$ cat config.mk
export PLATFORM = sky130hd
export DESIGN_NAME = simd_avg_pipe_flat
export DESIGN_NICKNAME = d
export VERILOG_FILES = /design/src/rtl/simd_avg_pkg.sv /design/src/rtl/simd_avg_pipe_if.sv /design/src/rtl/simd_avg_lane.sv /design/src/rtl/simd_avg_pipe.sv /design/src/flat_wrapper.sv
export SDC_FILE = /design/constraint.sdc
export NUM_CORES = 1
export LEC_CHECK = 0
export ABC_AREA = 1
export CAP_MARGIN = 20
export CELL_PAD_IN_SITES_DETAIL_PLACEMENT = 1
export CELL_PAD_IN_SITES_GLOBAL_PLACEMENT = 2
export CORE_UTILIZATION = 32
export DETAILED_ROUTE_END_ITERATION = 8
export PLACE_DENSITY_LB_ADDON = 0.1
export SLEW_MARGIN = 30
export SYNTH_ARGS = -nofsm -noshare
export SYNTH_HDL_FRONTEND = slang
export SYNTH_SLANG_ARGS = --single-unit
$ cat constraint.sdc
create_clock -name clk -period 1.7 [get_ports clk]
set_input_delay 0.17 -clock clk [delete_from_list [all_inputs] [get_ports clk]]
set_output_delay 0.17 -clock clk [all_outputs]
set_load 0.03 [all_outputs]
$ cat src/rtl/simd_avg_pkg.sv
// Shared types and helpers for the SIMD average/abs-diff pipe.
// Op encoding, legal element widths and lane-count helper.
package simd_avg_pkg;

  typedef enum logic [1:0] {
    AVGR = 2'b00,
    AVGF = 2'b01,
    ABSD = 2'b10,
    RSVD = 2'b11
  } simd_avg_op_e;

  localparam int ELEM_W_8  = 8;
  localparam int ELEM_W_16 = 16;
  localparam int ELEM_W_32 = 32;

  function automatic bit elem_w_ok(input int ew);
    return (ew == ELEM_W_8) || (ew == ELEM_W_16) ||
           (ew == ELEM_W_32);
  endfunction

  function automatic int lane_count(
    input int reg_w,
    input int elem_w
  );
    return reg_w / elem_w;
  endfunction

endpackage

$ cat src/rtl/simd_avg_pipe_if.sv
// Operand/result valid-ready bundle for simd_avg_pipe.
// master drives beats and out_ready; slave is the pipe.
interface simd_avg_pipe_if #(
  parameter int REG_W = 128,
  parameter int TAG_W = 7
);
  logic             in_valid;
  logic             in_ready;
  logic [1:0]       in_op;
  logic [REG_W-1:0] register_RA;
  logic [REG_W-1:0] register_RB;
  logic [TAG_W-1:0] in_tag;
  logic             out_valid;
  logic             out_ready;
  logic [REG_W-1:0] register_RT;
  logic [TAG_W-1:0] out_tag;
  logic             out_err;

  modport master (
    output in_valid, in_op, register_RA,
    output register_RB, in_tag, out_ready,
    input  in_ready, out_valid, register_RT,
    input  out_tag, out_err
  );

  modport slave (
    input  in_valid, in_op, register_RA,
    input  register_RB, in_tag, out_ready,
    output in_ready, out_valid, register_RT,
    output out_tag, out_err
  );
endinterface

$ cat src/rtl/simd_avg_lane.sv
// One element of the SIMD unit: a/b/op -> ELEM_W+1 partial,
// then partial/op -> final ELEM_W result (shift or pass).
module simd_avg_lane
  import simd_avg_pkg::*;
#(
  parameter int ELEM_W = 8
) (
  input  logic [ELEM_W-1:0] a,
  input  logic [ELEM_W-1:0] b,
  input  simd_avg_op_e      op,
  output logic [ELEM_W:0]   pre,
  input  logic [ELEM_W:0]   fin_pre,
  input  simd_avg_op_e      fin_op,
  output logic [ELEM_W-1:0] res
);
  logic [ELEM_W:0]   sum;
  logic [ELEM_W-1:0] dif;

  // Rounding bit folded into the sum so the
  // final stage only has to drop the LSB.
  always_comb begin
    sum = {1'b0, a} + {1'b0, b} +
          {{ELEM_W{1'b0}}, op == AVGR};
    dif = (a >= b) ? a - b : b - a;
    pre = '0;
    unique case (1'b1)
      (op == AVGR),
      (op == AVGF): pre = sum;
      (op == ABSD): pre = {1'b0, dif};
      default:      pre = '0;
    endcase
  end

  always_comb begin
    res = '0;
    unique case (1'b1)
      (fin_op == AVGR),
      (fin_op == AVGF): res = fin_pre[ELEM_W:1];
      (fin_op == ABSD): res = fin_pre[ELEM_W-1:0];
      default:          res = '0;
    endcase
  end

endmodule

$ cat src/rtl/simd_avg_pipe.sv
// Elastic STAGES-deep pipe: per-element AVGR/AVGF/ABSD, tag, err.
// Ports: clk, rst_n, io (slave); SIMD_AVG_PERF_CNT_EN adds perf_*.
module simd_avg_pipe
  import simd_avg_pkg::*;
#(
  parameter int REG_W  = 128,
  parameter int ELEM_W = 8,
  parameter int STAGES = 2,
  parameter int TAG_W  = 7
) (
  input logic            clk,
  input logic            rst_n,
  simd_avg_pipe_if.slave io
`ifdef SIMD_AVG_PERF_CNT_EN
  ,
  output logic [31:0]    perf_ops,
  output logic [31:0]    perf_stall
`endif
);
  localparam int LANES = lane_count(REG_W, ELEM_W);
  localparam int PW    = ELEM_W + 1;
  localparam int PRE_W = LANES * PW;

  simd_avg_op_e     in_op;
  simd_avg_op_e     fin_op;
  logic [PRE_W-1:0] pre_c;
  logic [PRE_W-1:0] fin_pre;
  logic [REG_W-1:0] fin_res;
  logic [TAG_W-1:0] fin_tag;
  logic             fin_v;

  logic             v_last;
  logic             ld_last;
  logic [REG_W-1:0] rt_q;
  logic [TAG_W-1:0] tag_q;
  logic             err_q;

  assign in_op   = simd_avg_op_e'(io.in_op);
  assign ld_last = !v_last || io.out_ready;

  for (genvar l = 0; l < LANES; l++) begin : g_lane
    simd_avg_lane #(
      .ELEM_W(ELEM_W)
    ) u_lane (
      .a      (io.register_RA[l*ELEM_W +: ELEM_W]),
      .b      (io.register_RB[l*ELEM_W +: ELEM_W]),
      .op     (in_op),
      .pre    (pre_c[l*PW +: PW]),
      .fin_pre(fin_pre[l*PW +: PW]),
      .fin_op (fin_op),
      .res    (fin_res[l*ELEM_W +: ELEM_W])
    );
  end

  if (STAGES == 1) begin : g_single
    assign fin_pre     = pre_c;
    assign fin_op      = in_op;
    assign fin_tag     = io.in_tag;
    assign fin_v       = io.in_valid;
    assign io.in_ready = ld_last;
  end else begin : g_multi
    localparam int M = STAGES - 1;

    logic [M-1:0]     vm;
    logic [M-1:0]     ldm;
    logic [PRE_W-1:0] pre_q [M];
    simd_avg_op_e     op_q  [M];
    logic [TAG_W-1:0] tgq   [M];

    // A stage may load if any stage from it to
    // the output has a hole or the output drains.
    always_comb begin
      logic free;
      free = ld_last;
      ldm  = '0;
      for (int i = M - 1; i >= 0; i--) begin
        free   = free || !vm[i];
        ldm[i] = free;
      end
    end

    always_ff @(posedge clk or negedge rst_n) begin
      if (!rst_n) begin
        vm <= '0;
        for (int i = 0; i < M; i++) begin
          pre_q[i] <= '0;
          op_q[i]  <= AVGR;
          tgq[i]   <= '0;
        end
      end else begin
        if (ldm[0]) begin
          vm[0] <= io.in_valid;
          if (io.in_valid) begin
            pre_q[0] <= pre_c;
            op_q[0]  <= in_op;
            tgq[0]   <= io.in_tag;
          end
        end
        for (int i = 1; i < M; i++) begin
          if (ldm[i]) begin
            vm[i] <= vm[i-1];
            if (vm[i-1]) begin
              pre_q[i] <= pre_q[i-1];
              op_q[i]  <= op_q[i-1];
              tgq[i]   <= tgq[i-1];
            end
          end
        end
      end
    end

    assign fin_pre     = pre_q[M-1];
    assign fin_op      = op_q[M-1];
    assign fin_tag     = tgq[M-1];
    assign fin_v       = vm[M-1];
    assign io.in_ready = ldm[0];
  end

  always_ff @(posedge clk or negedge rst_n) begin
    if (!rst_n) begin
      v_last <= 1'b0;
      rt_q   <= '0;
      tag_q  <= '0;
      err_q  <= 1'b0;
    end else if (ld_last) begin
      v_last <= fin_v;
      if (fin_v) begin
        rt_q  <= fin_res;
        tag_q <= fin_tag;
        err_q <= (fin_op == RSVD);
      end
    end
  end

  assign io.out_valid   = v_last;
  assign io.register_RT = rt_q;
  assign io.out_tag     = tag_q;
  assign io.out_err     = err_q;

`ifdef SIMD_AVG_PERF_CNT_EN
  always_ff @(posedge clk or negedge rst_n) begin
    if (!rst_n) begin
      perf_ops   <= '0;
      perf_stall <= '0;
    end else begin
      if (v_last && io.out_ready &&
          perf_ops != 32'hFFFF_FFFF)
        perf_ops <= perf_ops + 32'd1;
      if (v_last && !io.out_ready &&
          perf_stall != 32'hFFFF_FFFF)
        perf_stall <= perf_stall + 32'd1;
    end
  end
`endif

endmodule

$ cat src/flat_wrapper.sv
// flat-port wrapper written by rule: the top's interface ports become plain ports
module simd_avg_pipe_flat import simd_avg_pkg::*;
#(
  parameter int REG_W  = 128,
  parameter int ELEM_W = 8,
  parameter int STAGES = 2,
  parameter int TAG_W  = 7
)
  (clk, rst_n, io_in_valid, io_in_op, io_register_RA, io_register_RB, io_in_tag, io_out_ready, io_in_ready, io_out_valid, io_register_RT, io_out_tag, io_out_err);
  simd_avg_pipe_if #(.REG_W(REG_W), .TAG_W(TAG_W)) io_i ();
  input logic clk;
  input logic rst_n;
  input wire logic [$bits(io_i.in_valid)-1:0] io_in_valid;
  input wire logic [$bits(io_i.in_op)-1:0] io_in_op;
  input wire logic [$bits(io_i.register_RA)-1:0] io_register_RA;
  input wire logic [$bits(io_i.register_RB)-1:0] io_register_RB;
  input wire logic [$bits(io_i.in_tag)-1:0] io_in_tag;
  input wire logic [$bits(io_i.out_ready)-1:0] io_out_ready;
  output wire logic [$bits(io_i.in_ready)-1:0] io_in_ready;
  output wire logic [$bits(io_i.out_valid)-1:0] io_out_valid;
  output wire logic [$bits(io_i.register_RT)-1:0] io_register_RT;
  output wire logic [$bits(io_i.out_tag)-1:0] io_out_tag;
  output wire logic [$bits(io_i.out_err)-1:0] io_out_err;
  assign io_i.in_valid = io_in_valid;
  assign io_i.in_op = io_in_op;
  assign io_i.register_RA = io_register_RA;
  assign io_i.register_RB = io_register_RB;
  assign io_i.in_tag = io_in_tag;
  assign io_i.out_ready = io_out_ready;
  assign io_in_ready = io_i.in_ready;
  assign io_out_valid = io_i.out_valid;
  assign io_register_RT = io_i.register_RT;
  assign io_out_tag = io_i.out_tag;
  assign io_out_err = io_i.out_err;
  simd_avg_pipe #(.REG_W(REG_W), .ELEM_W(ELEM_W), .STAGES(STAGES), .TAG_W(TAG_W)) u_core (.clk(clk), .rst_n(rst_n), .io(io_i));
endmodule
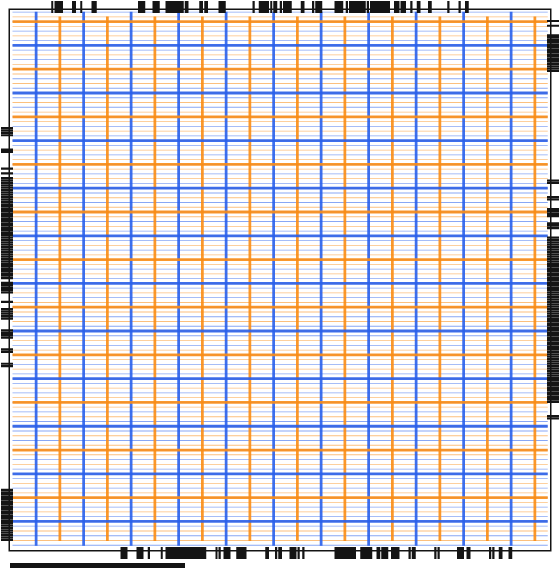
Figure 1: run 1, power grid.
The bar under the picture is 100 um long. Pins as bars on the die edge.
Key: VSS = blue; VDD = orange
22 straps on met4. 407 signal pins sit on the boundary.

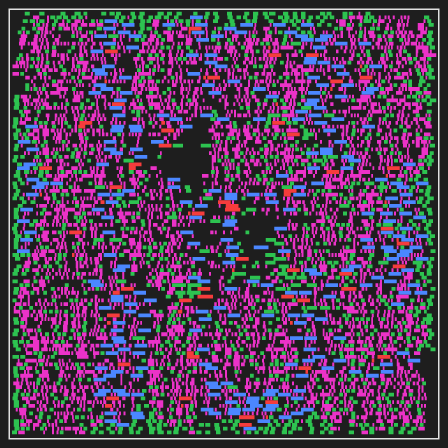
Figure 2: run 1, cell classes on the final placement.
Key: registers = blue [cells 291, share of their area 17%]; clock drivers and dummy loads = red [cells 77, share of their area 3.3%]; remaining buffers and delay cells = green [cells 1,234, share of their area 26%]; remaining logic cells = magenta [cells 3,871, share of their area 54%]
Finished Core Util: 0.469
Cell Rows: 112
Seq area share: 0.167

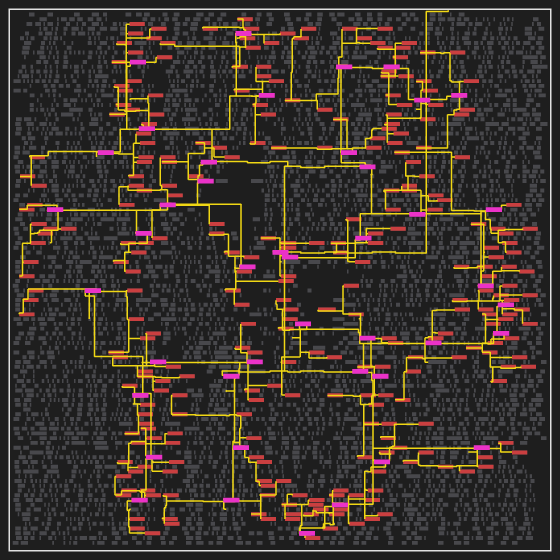
Figure 3: run 1, routed clock nets over the placement.
Key: clock-net drivers = magenta [count 43]; flip-flops = red [count 291]; clock wires = yellow [length 5,810 um]
There are 44 routed clock nets. Position of the flops: widely spread.
clock power share: 0.248
Clk power: 9.13 mW
clk_lat worst skew: 0.56 ns
clock skew: 0.0161 ns

[run 1: what timing repair did]
item                       CTS  global route
gates resized              210           178
hold endpoints to repair   291             0
hold buffers                 1             0
setup endpoints to repair  249           115
buffers inserted             3            10
gates cloned                 1             5
pin swaps                   10            41
[run 1: flip-flops by register name, indices dropped and copies added (netlist names)]
signal	flops
u_core.io.out_err	1
u_core.fin_tag	7
u_core.fin_v	1
u_core.io.out_valid	1
u_core.io.out_tag	7
u_core.fin_pre	144
u_core.io.register_RT	128
u_core.fin_op	2
[run 1: kinds of logic (layout without fill, tap and decap cells)]
family          after synthesis  in the layout  share of synthesized area
buf+inv                     941           2082                      0.127
flops                       291            291                      0.242
other cells                   0              7                          0
fa+ha+maj                   416            416                      0.189
simple gates               1732           1733                      0.235
compound gates              776            776                      0.156
xor+xnor                    175            175                     0.0510
[run 1: power groups by stage]
stage | registers, mW | logic [mW] | clock network [mW]
after floorplan | 11.6 | 7.83 | 0
after CTS | 9.78 | 17.8 | 9.45
after detailed placement | 9.91 | 18.3 | 0
after global routing | 9.96 | 19.8 | 9.68
final | 9.76 | 18.0 | 9.13
after global placement | 9.87 | 18.0 | 0
[run 1: area by class of cell]
| class | instances | area (um^2) |
|---|---|---|
| Antenna cell | 7 | 17.5 |
| Clock buffer | 57 | 1190 |
| Clock inverter | 20 | 214 |
| Fill cell | 11800 | 49500 |
| Inverter | 771 | 2950 |
| Multi-Input combinational cell | 3100 | 19700 |
| Sequential cell | 291 | 7290 |
| Tap cell | 1254 | 1570 |
| Timing Repair Buffer | 1234 | 10800 |
[run 1: per-layer routing]
metal | track usage | wire length, um
met2 | 0.417 | 56000
met1 | 0.322 | 54700
met5 | 0 | 78
met4 | 0.0517 | 2360
met3 | 0.0297 | 4060
==> reports/summary.txt, run 1 <==
crit-path max FO: 2
Log Warnings: 251
Critical R2R Capture: u_core.fin_pre[141]$_DFFE_PN0P_
commonest cells in the netlist: 1,222 x nand2_1, 742 x inv_1, 352 x ha_1
R2R Path Start: u_core.fin_v$_DFFE_PN0N_
crit path buf inv count: 1
Reg2Reg Depth: 10
mapped cell area: 30,100 um^2
WL final: 117 mm
synth warn: 0
drt drc: 0
Pint: 21.5 mW
worst setup path endpoint: io_register_RT[81]
critical path arrival: 1.48 ns
WP depth: 1
P_sw: 15.4 mW
initial DRC count: 1,079
Post-synth regs: 291
startpoint types: flip-flop
Pleak: 23.9 nW
Total GRT Usage: 0.242
Via density: 4.72
Top Ports: 407
Hold Path Class: in -> async
Clk pin slew, worst setup/hold paths: 0.06 ns
Max-cap violations: 0
total global routing overflow: 0
Worst setup startpoint: u_core.io.register_RT[81]$_DFFE_PN0P_
Reg power frac: 0.265
vias in the first global route: 33,500
post-place instance area: 41,500 um^2
hold slack: 0.0405 ns
CTS Buf Count: 43
critical path cell sequence: dlygate4sd2_1
yosys stat area: 30,100 um^2
fin crit share: 0.969
pre-CTS WS: -0.982 ns
achievable frequency: 607 MHz
status: complete, no violations
layout cell share with drive strength beyond 1: 0.209
fin area: 43,700 um^2
power after layout: 36.9 mW
clk root buf: clkbuf_16
Synth top area share: 0.242
crit path time final: 1.65 ns
slowest CP cell: dfrtp_1
sw frac: 0.417
max-slew violations: 0
top_reg_cell synth: dfrtp_1
initial antenna violation count: 17
# placed instances: 6,630
logic gate share of total power: 0.488
core area: 93,200 um^2
ANT nets after route: 0
CP top delay family: flip-flops
Setup CP Type: reg -> out
FP Core Util: 0.323
Mapped Nets: 5,016
Post-DP HPWL: 94.6 mm
Hold Vio Cnt, Final: 0
CP required: 1.53 ns
CTS tree: done
TNS Setup: 0 ns
Area growth syn-to-layout: 45.4%
EDFF count, synth: 0
Slew headroom: 0.667
worst slew pin tran: 0.500 ns
Yosys top cell by area: dfrtp_1
r2r setup slk: 0.07 ns
final cell count without fillers: 6,734
# setup viols final: 0
final worst slack: 0.0521 ns
most common cell in the netlist: nand2_1
router iterations before antenna repair: 5
Figure 4. Congestion heat map (run 1).
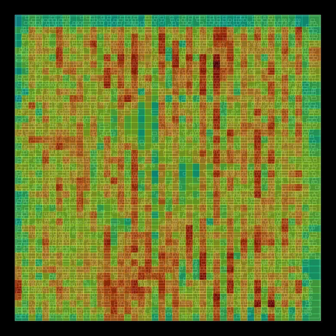

==> inputs of run 2 (changes only) <==
--- a/config.mk
+++ b/config.mk
@@ -11,6 +11,7 @@
 export CELL_PAD_IN_SITES_GLOBAL_PLACEMENT = 2
 export CORE_UTILIZATION = 32
 export DETAILED_ROUTE_END_ITERATION = 8
+export HOLD_SLACK_MARGIN = 0.15
 export PLACE_DENSITY_LB_ADDON = 0.1
 export SLEW_MARGIN = 30
 export SYNTH_ARGS = -nofsm -noshare
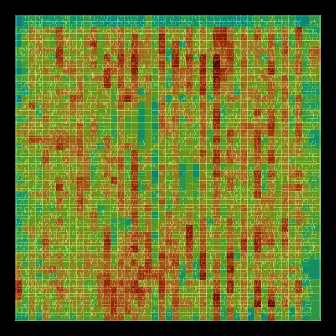
Figure 5: run 2, congestion heat map.
grt met3 use: 0.0295
Finished Core Util: 0.470
Total GRT Usage: 0.242
M2 GR Usage: 0.418
most crowded layer after global routing: met2

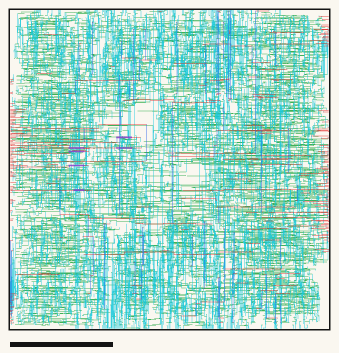
Figure 6: run 2, metal layers overlaid.
The bar under the picture is 100 um long.
Key: M4 = blue [wire length 2,380 um]; M2 = cyan [wire length 56.1 mm]; M1 = green [wire length 54.5 mm]; M5 = purple [wire length 78.2 um]; M3 = red [wire length 4,200 um]
Vias: 31,800
WL/cell: 17.4 um
WL final: 117 mm

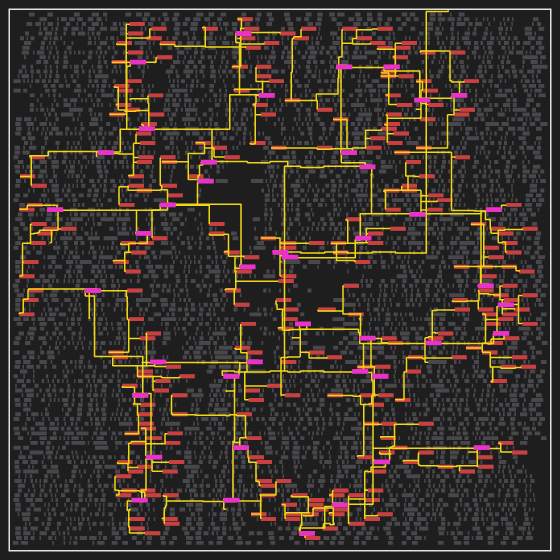
Figure 7: run 2, routed clock nets over the placement.
Key: clock-net drivers = magenta [count 43]; clock wires = yellow [length 5,820 um]; flip-flops = red [count 291]
There are 44 routed clock nets. Position of the flops: widely spread.
Clk power: 9.14 mW
clock skew: 0.0157 ns
clock power share: 0.247

==> run 2 against run 1 <==
- hold slack improved by 0.096 ns
- non-clock buffer count increased by 6
- power hardly changed
- count of clock-buffer cells in the layout unchanged
- setup slack barely moved
- clock power about the same
- combinational power about the same
- flip-flop count unchanged
- sequential share of layout area barely moved
- highest routed layer unchanged
==> reports/summary.txt, run 2 <==
status: complete, no violations
initial DRC count: 1,177
clk root buf: clkbuf_16
ys async rst share: 1.00
worst slew pin tran: 0.496 ns
crit-path max FO: 2
Pint: 21.5 mW
RD Place Congestion: 0.885
power after layout: 36.9 mW
fin area: 43,800 um^2
H-tree depth: 2
Post-synth regs: 291
max reg flops: 144
metal3 WL: 4.20 mm
Max rail drop VDD: 0.000588 V
drt drc: 0
Cell Rows: 112
critical path arrival: 1.48 ns
fin crit share: 0.970
top post-synthesis cells by area: dfrtp_1 24%, nand2_1 15%, ha_1 15%
achievable frequency: 607 MHz
max-slew violations: 0
Die Ht: 309 um
EDFF count, synth: 0
Yosys Instances: 4,331
initial antenna violation count: 17
most common cell in the netlist: nand2_1
die width: 309 um
core area: 93,200 um^2
Hold Path Class: in -> reg
Synth Area in Simple Gates: 0.235
Hold Startpoint: io_register_RA[40]
Clock Path Buffers: 3
synth warn: 0
sw frac: 0.417
yosys stat area: 30,100 um^2
main logic family after synthesis: simple AND/OR/NAND/NOR gates
Setup CP Type: reg -> out
final cell count without fillers: 6,740
clock sink count: 291
mapped cell area: 30,100 um^2
synthesized area per cell: 6.94 um^2
GR Util met1: 0.322
CP top delay family: flip-flops
crit path buf inv count: 1
critical path cell sequence: dlygate4sd2_1
metal2 WL: 56.1 mm
Adder-Cell Fraction of Synth Area: 0.189
# setup viols final: 0
Pleak: 23.9 nW
post-place instance area: 41,500 um^2
largest net degree at the start of global routing: 96
# placed instances: 6,630
layout cell share with drive strength beyond 1: 0.209
CTS tree: done
clk_lat worst skew: 0.58 ns
Clk pin slew, worst setup/hold paths: 0.06 ns
Via density: 4.72
P per Cell Area: 843 nW/um^2
Setup crit end kind: output port
hold slack: 0.136 ns
commonest cells in the netlist: 1,222 x nand2_1, 742 x inv_1, 352 x ha_1
CTS Buf Count: 43
Die Size: 95,200 um^2
top_reg_cell synth: dfrtp_1
R2R Path Start: u_core.fin_v$_DFFE_PN0N_
FP Core Util: 0.323
logic gate share of total power: 0.488
Top Ports: 407
crit path time final: 1.65 ns
Max-cap violations: 0
Area growth syn-to-layout: 45.6%
M1 WL: 54.5 mm
Reg power frac: 0.265
most instantiated logic cell after routing: nand2_1
Hold Vio Cnt, Final: 0
yosys xor share: 0.0510
Post-DP HPWL: 94.6 mm
Synth top area share: 0.242
ANT nets after route: 0
IO Port Bufs: 406
Mapped Nets: 5,016
AND-OR/OR-AND Cells, Area Fraction: 0.156
Top Metal Used: met5
P_sw: 15.4 mW
startpoint types: flip-flop
most frequent cells in the layout: 1,207 x nand2_1, 781 x buf_4, 731 x inv_1
Slew headroom: 0.669
Log Warnings: 251
Post-Syn Instances: 4,331
Worst setup startpoint: u_core.io.register_RT[81]$_DFFE_PN0P_
mux frac, synth: 0
router iterations before antenna repair: 5
slowest CP cell: dfrtp_1
layout net count: 6,132
vias in the first global route: 33,600
Netlist cell types: 50
Synth Seq Share: 0.242
Yosys top cell by area: dfrtp_1
Crit path largest cell delay: 0.46 ns
first-pass GRT wire length: 183 mm
CP required: 1.53 ns
total global routing overflow: 0
run 2: stage by stage:
stage               worst slack [ns]  TNS, ns
detailed placement            -0.982   -96.81
CTS                          0.00611        0
floorplan                     -0.265    -5.27
finish                        0.0517        0
global route                 -0.0356  -0.0991
global placement              -0.918   -90.15
run 2: power groups by stage:
stage	Clock (mW)	Combinational, mW	Sequential (mW)
detailed placement	0	18.3	9.91
floorplan	0	7.83	11.6
CTS	9.45	17.8	9.78
global placement	0	18.0	9.87
global route	9.68	19.8	9.96
finish	9.14	18.0	9.76
run 2: final cells by class:
cell class	instances	area, um^2
Clock buffer	57	1190
Tap cell	1254	1570
Antenna cell	7	17.5
Timing Repair Buffer	1240	10900
Fill cell	11800	49400
Clock inverter	20	214
Sequential cell	291	7290
Inverter	771	2950
Multi-Input combinational cell	3100	19700
run 2: final timing paths:
path | to | slack, ns | cells after the start
worst max-delay path | io_register_RT[81] | 0.05 | 1
worst min-delay path | u_core.fin_pre[45]$_DFFE_PN0P_ | 0.14 | 5
worst max register to register | u_core.fin_pre[141]$_DFFE_PN0P_ | 0.06 | 10
worst min register to register | u_core.io.out_tag[4]$_DFFE_PN0P_ | 0.47 | 2
max in group asynchronous | u_core.fin_pre[78]$_DFFE_PN0P_ | 1.04 | 4
min in group asynchronous | u_core.io.register_RT[126]$_DFFE_PN0P_ | 0.19 | 3
run 2: timing repair:
| item | 4_1_cts | 5_1_grt |
|---|---|---|
| pin swaps | 10 | 41 |
| hold buffers | 7 | 0 |
| gates cloned | 1 | 5 |
| endpoints found under the hold margin | 296 | 0 |
| setup endpoints to repair | 249 | 115 |
| resized | 210 | 179 |
| buffers inserted | 3 | 10 |
No activity file was given, so power comes from the tool's default toggle rates.
